`src/rtl/vector_cmd_queue.sv`:
```
// ============================================================================
// Module   : vector_cmd_queue
// Brief    : Parses MOVE/DRAW vector words, tracks the pen and queues line
//            segments for the draw engine behind a FWFT output register.
// Revision : 1.0  initial release
// ============================================================================
`default_nettype none

module vector_cmd_queue #(
  parameter int DEPTH  = 16,
  parameter int ADDR_W = 4
) (
  input  logic              clk50,
  input  logic              rst,
  input  logic              enable,
  input  logic [15:0]       in_word,
  input  logic              in_valid,
  output logic              in_ready,
  output logic [8:0]        x_from,
  output logic [7:0]        y_from,
  output logic [8:0]        x_to,
  output logic [7:0]        y_to,
  output logic              out_valid,
  input  logic              draw_ready,
  output logic [ADDR_W:0]   level,
  output logic [7:0]        err_count
);

  typedef enum logic [0:0] {
    WAIT_X = 1'b0,
    WAIT_Y = 1'b1
  } state_t;

  localparam logic [ADDR_W:0] c_DEPTH = (ADDR_W+1)'(DEPTH);

  state_t              r_state;
  state_t              w_state_nxt;
  logic [8:0]          r_hdr_x;
  logic                r_hdr_op;
  logic [8:0]          r_cur_x;
  logic [7:0]          r_cur_y;
  logic [33:0]         r_mem [DEPTH];
  logic [ADDR_W-1:0]   r_wr_ptr;
  logic [ADDR_W-1:0]   r_rd_ptr;
  logic [ADDR_W:0]     r_level;
  logic [33:0]         r_seg;
  logic                r_out_valid;
  logic [7:0]          r_err;

  logic                w_full;
  logic                w_accept;
  logic                w_is_hdr;
  logic                w_latch_hdr;
  logic                w_pen_upd;
  logic                w_push;
  logic                w_err;
  logic                w_load;
  logic                w_pop;
  logic [33:0]         w_entry;
  logic                w_unused;

  assign w_full   = (r_level == c_DEPTH);
  // rst term keeps the bus stalled for the whole reset pulse
  assign in_ready = enable && !w_full && !rst;
  assign w_accept = in_valid && in_ready;
  assign w_is_hdr = in_word[15];
  assign w_entry  = {r_cur_x, r_cur_y, r_hdr_x, in_word[7:0]};
  assign w_unused = ^in_word[13:9];

  always_ff @(posedge clk50 or posedge rst) begin
    if (rst) r_state <= WAIT_X;
    else     r_state <= w_state_nxt;
  end

  always_comb begin
    w_state_nxt = r_state;
    w_latch_hdr = 1'b0;
    w_pen_upd   = 1'b0;
    w_push      = 1'b0;
    w_err       = 1'b0;
    if (w_accept) begin
      case (r_state)
        WAIT_X: begin
          if (w_is_hdr) begin
            w_latch_hdr = 1'b1;
            w_state_nxt = WAIT_Y;
          end else begin
            w_err = 1'b1;
          end
        end
        WAIT_Y: begin
          if (w_is_hdr) begin
            // a new header abandons the half-built command
            w_latch_hdr = 1'b1;
            w_err       = 1'b1;
          end else begin
            w_pen_upd   = 1'b1;
            w_push      = r_hdr_op;
            w_state_nxt = WAIT_X;
          end
        end
        default: w_state_nxt = WAIT_X;
      endcase
    end
  end

  assign w_load = enable && (!r_out_valid || draw_ready);
  assign w_pop  = w_load && (r_level != '0);

  always_ff @(posedge clk50 or posedge rst) begin
    if (rst) begin
      r_hdr_x     <= '0;
      r_hdr_op    <= 1'b0;
      r_cur_x     <= '0;
      r_cur_y     <= '0;
      r_wr_ptr    <= '0;
      r_rd_ptr    <= '0;
      r_level     <= '0;
      r_seg       <= '0;
      r_out_valid <= 1'b0;
      r_err       <= '0;
    end else begin
      if (w_latch_hdr) begin
        r_hdr_x  <= in_word[8:0];
        r_hdr_op <= in_word[14];
      end
      if (w_pen_upd) begin
        r_cur_x <= r_hdr_x;
        r_cur_y <= in_word[7:0];
      end
      if (w_push) r_wr_ptr <= r_wr_ptr + 1'b1;
      if (w_pop)  r_rd_ptr <= r_rd_ptr + 1'b1;
      if (w_push && !w_pop)      r_level <= r_level + 1'b1;
      else if (!w_push && w_pop) r_level <= r_level - 1'b1;
      if (w_load) begin
        if (r_level != '0) begin
          r_seg       <= r_mem[r_rd_ptr];
          r_out_valid <= 1'b1;
        end else begin
          r_out_valid <= 1'b0;
        end
      end
      if (w_err && (r_err != 8'hFF)) r_err <= r_err + 1'b1;
    end
  end

  always_ff @(posedge clk50) begin
    if (w_push) r_mem[r_wr_ptr] <= w_entry;
  end

  assign {x_from, y_from, x_to, y_to} = r_seg;
  assign out_valid = r_out_valid;
  assign level     = r_level;
  assign err_count = r_err;

endmodule

`default_nettype wire

```
`config.mk`:
```
export PLATFORM = sky130hd
export DESIGN_NAME = vector_cmd_queue
export DESIGN_NICKNAME = d
export VERILOG_FILES = /design/src/rtl/vector_cmd_queue.sv
export SDC_FILE = /design/constraint.sdc
export NUM_CORES = 1
export LEC_CHECK = 0
export ABC_AREA = 1
export CORE_MARGIN = 5
export CORE_UTILIZATION = 64
export CTS_BUF_LIST = sky130_fd_sc_hd__clkbuf_8
export DETAILED_ROUTE_END_ITERATION = 8
export PLACE_DENSITY_LB_ADDON = 0.15
export SYNTH_ARGS = -nofsm -noshare
export SYNTH_HDL_FRONTEND = slang
export SYNTH_SLANG_ARGS = --single-unit
export TNS_END_PERCENT = 5
```
`constraint.sdc`:
```
create_clock -name clk50 -period 3.4 [get_ports clk50]
set_input_delay 1.02 -clock clk50 [delete_from_list [all_inputs] [get_ports clk50]]
set_output_delay 1.02 -clock clk50 [all_outputs]
set_load 0.01 [all_outputs]
```
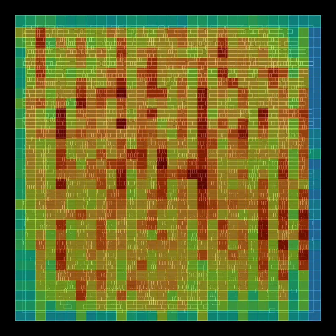
Figure 1: run 1, track usage over the die.
met1 usage in global routing: 38.5%
routed wirelength normalized by instance count: 21.4 um
met2 usage in global routing: 45.6%
layer with the highest usage after global routing: met2
total routing usage reported by global routing: 28.2%

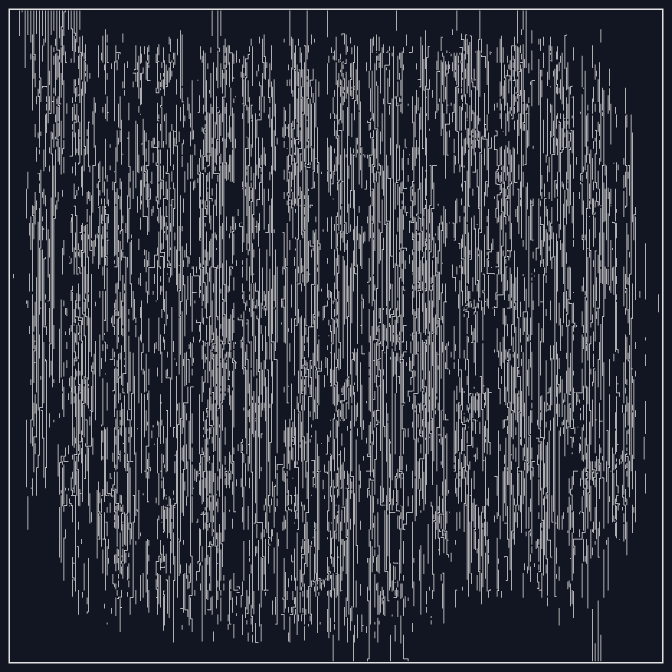
Figure 2: run 1, metal 2.
1724 nets have wire on it. The layer holds 48% of the routed length. The layer carries 29.8 mm of wire.

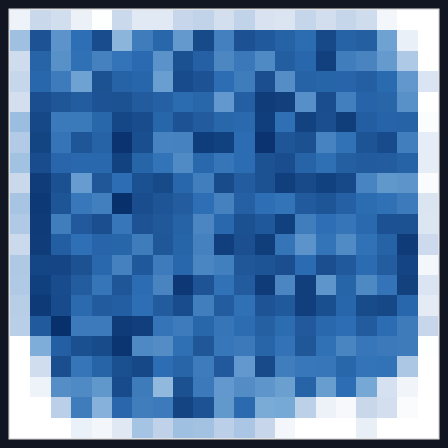
Figure 3: run 1, cell area per tile.
The die is cut into 21 by 21 equal tiles; white is low, dark blue is high, 0 to 100% covered.
5.4% of the tiles are nearly empty. The mean over all tiles is 64%. 50% of the tiles are over 75% full.

## run 1: cell usage in the layout, fill, tap and decap left out, drive strengths merged
cell and n:
dfrtp 84, fa 1, xnor2 1, o21ai 32, clkinvlp 3, clkdlybuf4s50 64, ha 11, nand2 924
clkinv 38, o22a 1, inv 59, buf 60, nand4 3, nand3 341, bufinv 2, or2 1
o22ai 1, xor2 11, nor2 30, clkbuf 106, nor3 1, edfxtp 544, a21oi 52
## run 1: power groups by stage
stage	clock (mW)	combinational [mW]	sequential (mW)
6_report	5.82	6.86	10.2
5_1_grt	6.27	7.55	10.3
4_1_cts	5.89	6.83	10.2
3_5_place_dp	0	6.78	10.3
3_3_place_gp	0	6.63	10.3
2_1_floorplan	0	4.47	9.97
## run 1: stage by stage
step | utilization, % | setup WS, ns
2_1_floorplan | - | -0.218
3_3_place_gp | 69.0 | 0.0112
3_5_place_dp | 69.0 | -0.0653
4_1_cts | 73.7 | 0.0674
5_1_grt | 73.7 | 0.00526
6_report | 73.7 | 0.0701
## run 1: final cells by class
class	instances	area (um^2)	share of cell area, %
flip-flops and latches	628	18400	64.5
multi-input cells	1410	6160	21.5
clock buffers	106	1460	5.10
repair buffers	124	1430	4.99
well taps	518	648	2.26
clock inverters	72	353	1.23
inverters	30	120	0.420
## run 1: registers in the layout, indices dropped and copies added, names as in the netlist
signal,flops
err_count,8
level,5
out_valid,1
r_cur_x,9
r_cur_y,8
r_hdr_op,1
r_hdr_x,9
r_mem,544
r_rd_ptr,4
r_seg,34
r_state,1
r_wr_ptr,4
## run 1: kinds of logic after synthesis
logic type                 synth area share [%]
DFF                                        73.2
xor gates and xnor gates                  0.417
and+or+nand+nor                            21.2
buffers and inverters                      2.82
adders and majority gates                 0.626
AOI/OAI and AO/OA                          1.73
==> results.json, run 1 <==
{
  "run_status": "complete, no violations",
  "worst_setup_hold_path_clk_slew_ns": 0.06,
  "die_w_um": 208,
  "layout-area-overhead-vs-synth_pct": 13.6,
  "hpwl_mm": 34.1,
  "top_cell_area_share_pct": 64.9,
  "synth.most_common_cell": "sky130_fd_sc_hd__nand2_1",
  "drive_gt1_share_pct": 9.11,
  "wirelength_met1_mm": 24.1,
  "worst_setup_path_startpoint": "enable",
  "hold_viol_final": 0,
  "postCtsHoldBufs": 0,
  "cts_tree": "built",
  "finalNonFillerCells": 2888,
  "insertedDiodeCount": 0,
  "maxSlewHeadroom_pct": 34.4,
  "slowest_stage": "sky130_fd_sc_hd__clkdlybuf4s50_1",
  "detailroute.via_count": 16900,
  "synth-cells-yosys": 2188,
  "worst_r2r_path_depth": 13,
  "drcViolationCount": 0
}
==> run 2, diff against run 1 <==
- SKIP_CTS_REPAIR_TIMING: default -> 1
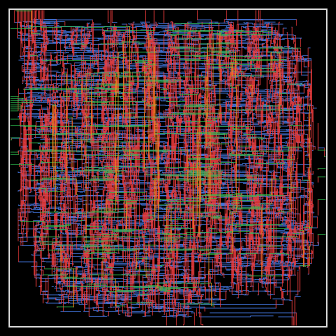
Figure 4: run 2, wiring by layer.
met2: drawn in red, wire length 29.8 mm. met3: drawn in green, wire length 5470 um. met4: drawn in orange, wire length 2400 um. met1: drawn in blue, wire length 24.1 mm.

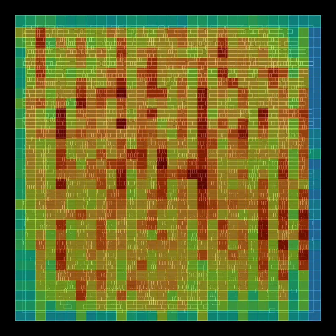
Figure 5: run 2, track usage over the die.
global routing met3 resource utilization: 5.00%
post-route core utilization: 73.7%

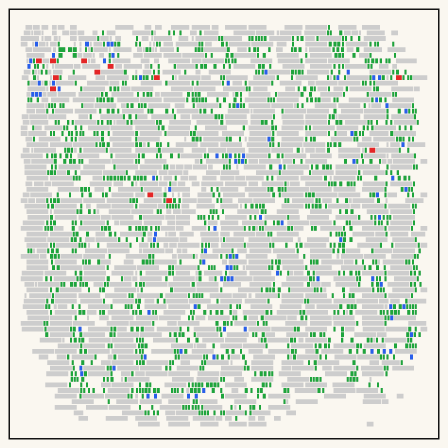
Figure 6: run 2, gate-type map.
XOR/XNOR gates: drawn in red, cells 12. inverting AOI/OAI gates: drawn in blue, cells 85, where widely spread. NAND gates: drawn in green, cells 1268, where widely spread.

==> run 2 against run 1 <==
Maximum frequency unchanged. Core utilization unchanged. First-iteration DRC count unchanged. Count of clock-buffer cells in the layout unchanged. Largest power group unchanged. Highest routed layer unchanged.
==> results.json, run 2 <==
{
  "worst_skew_pair_later_pin_latency_ns": 0.66,
  "grt_use_total_pct": 28.2,
  "synth.most_common_cell": "sky130_fd_sc_hd__nand2_1",
  "drcViolationCount": 0,
  "slowest_stage": "sky130_fd_sc_hd__clkdlybuf4s50_1",
  "sequential_cell_area_um2": 18400,
  "clk_root_buffer_cell": "sky130_fd_sc_hd__clkbuf_8",
  "critPathArrivalTime_ns": 2.31,
  "register_containing_the_most_flip_flops_in_the_final_layout": "r_mem",
  "maxSlewHeadroom_pct": 34.4,
  "pwr-share-seq_pct": 44.5,
  "comb_area_um2": 6160,
  "clk-power_mw": 5.82,
  "p_clk_share_pct": 25.5,
  "die_w_um": 208,
  "hold_viol_final": 0,
  "power.largest_group": "registers",
  "cts_tree": "built",
  "enable_flop_cells": 544,
  "pwr.group.combinational_mw": 6.86,
  "final_layout_top_logic_cell": "sky130_fd_sc_hd__nand2_1",
  "final_cell_mix": "sky130_fd_sc_hd__nand2_1, sky130_fd_sc_hd__edfxtp_1, sky130_fd_sc_hd__nand3_1",
  "synth-cells-yosys": 2188,
  "layout_worst_path_cycle_share_pct": 97.9,
  "reg_top3": "r_mem (544), r_seg (34)",
  "worst_setup_path_start_kind": "input port",
  "drive_gt1_share_pct": 9.11,
  "hpwl_mm": 34.1,
  "power_sequential_mw": 10.2,
  "post_synth_num_cell_types": 26,
  "dp_cells": 2710,
  "placementRows": 72,
  "floorplanUtilization_pct": 64.9,
  "insertedDiodeCount": 0,
  "worst_setup_hold_path_clk_slew_ns": 0.06,
  "largest_reg_flops": 544,
  "detailroute.via_count": 16900,
  "path_max_fanout": 2,
  "finalNonFillerCells": 2888,
  "routedWlPerCell_um": 21.4,
  "run_status": "complete, no violations",
  "layout-area-overhead-vs-synth_pct": 13.6,
  "top_cell_area_share_pct": 64.9,
  "coreArea_um2": 38800,
  "fillCellCount": 2531
}
run 2: cell counts in the layout (fill, tap and decap cells not counted):
Identical to the previous run, type by type.
run 2: cell families (layout without fill, tap and decap cells):
| logic type | after synthesis | in the layout | synth area share (%) |
|---|---|---|---|
| AOI/OAI and AO/OA | 86 | 86 | 1.73 |
| adders and majority gates | 12 | 12 | 0.626 |
| and+or+nand+nor | 1300 | 1300 | 21.2 |
| xor gates and xnor gates | 12 | 12 | 0.417 |
| buffers and inverters | 150 | 332 | 2.82 |
| DFF | 628 | 628 | 73.2 |
run 2: layout make-up:
class                           instances  area share, %
Clock buffer                          106           5.10
Clock inverter                         72           1.23
Multi-Input combinational cell       1410           21.5
Tap cell                              518           2.26
Inverter                               30          0.420
Sequential cell                       628           64.5
Timing Repair Buffer                  124           4.99
run 2: final timing paths:
path                       startpoint        end  slack [ns]  depth (start not counted)
max in group asynchronous         rst  r_seg[33]        1.80                          4
setup / recovery               enable   in_ready        0.07                          6
hold / removal              r_seg[19]  r_seg[19]        0.47                          2
hold reg to reg             r_seg[19]  r_seg[19]        0.47                          2
min in group asynchronous         rst   r_seg[0]        0.89                          3
setup reg to reg             level[1]   level[4]        0.99                         13
run 2: metrics by stage:
step                hold WS (ns)  worst slack [ns]  util (%)  TNS [ns]
floorplan                  0.443            -0.218         -    -98.43
global placement           0.466            0.0112      69.0         0
detailed placement         0.465           -0.0653      69.0   -0.0653
CTS                        0.482            0.0674      73.7         0
global route               0.503           0.00526      73.7         0
finish                     0.475            0.0701      73.7         0
run 2: metal layers:
layer	wire length [um]	global-route usage, %	vias up
met5	0	0	-
met4	2400	12.1	0
met3	5470	5.00	159
met2	29800	45.6	854
met1	24100	38.5	8125
li1	-	-	7725
Power is estimated from default activity; no workload was simulated.
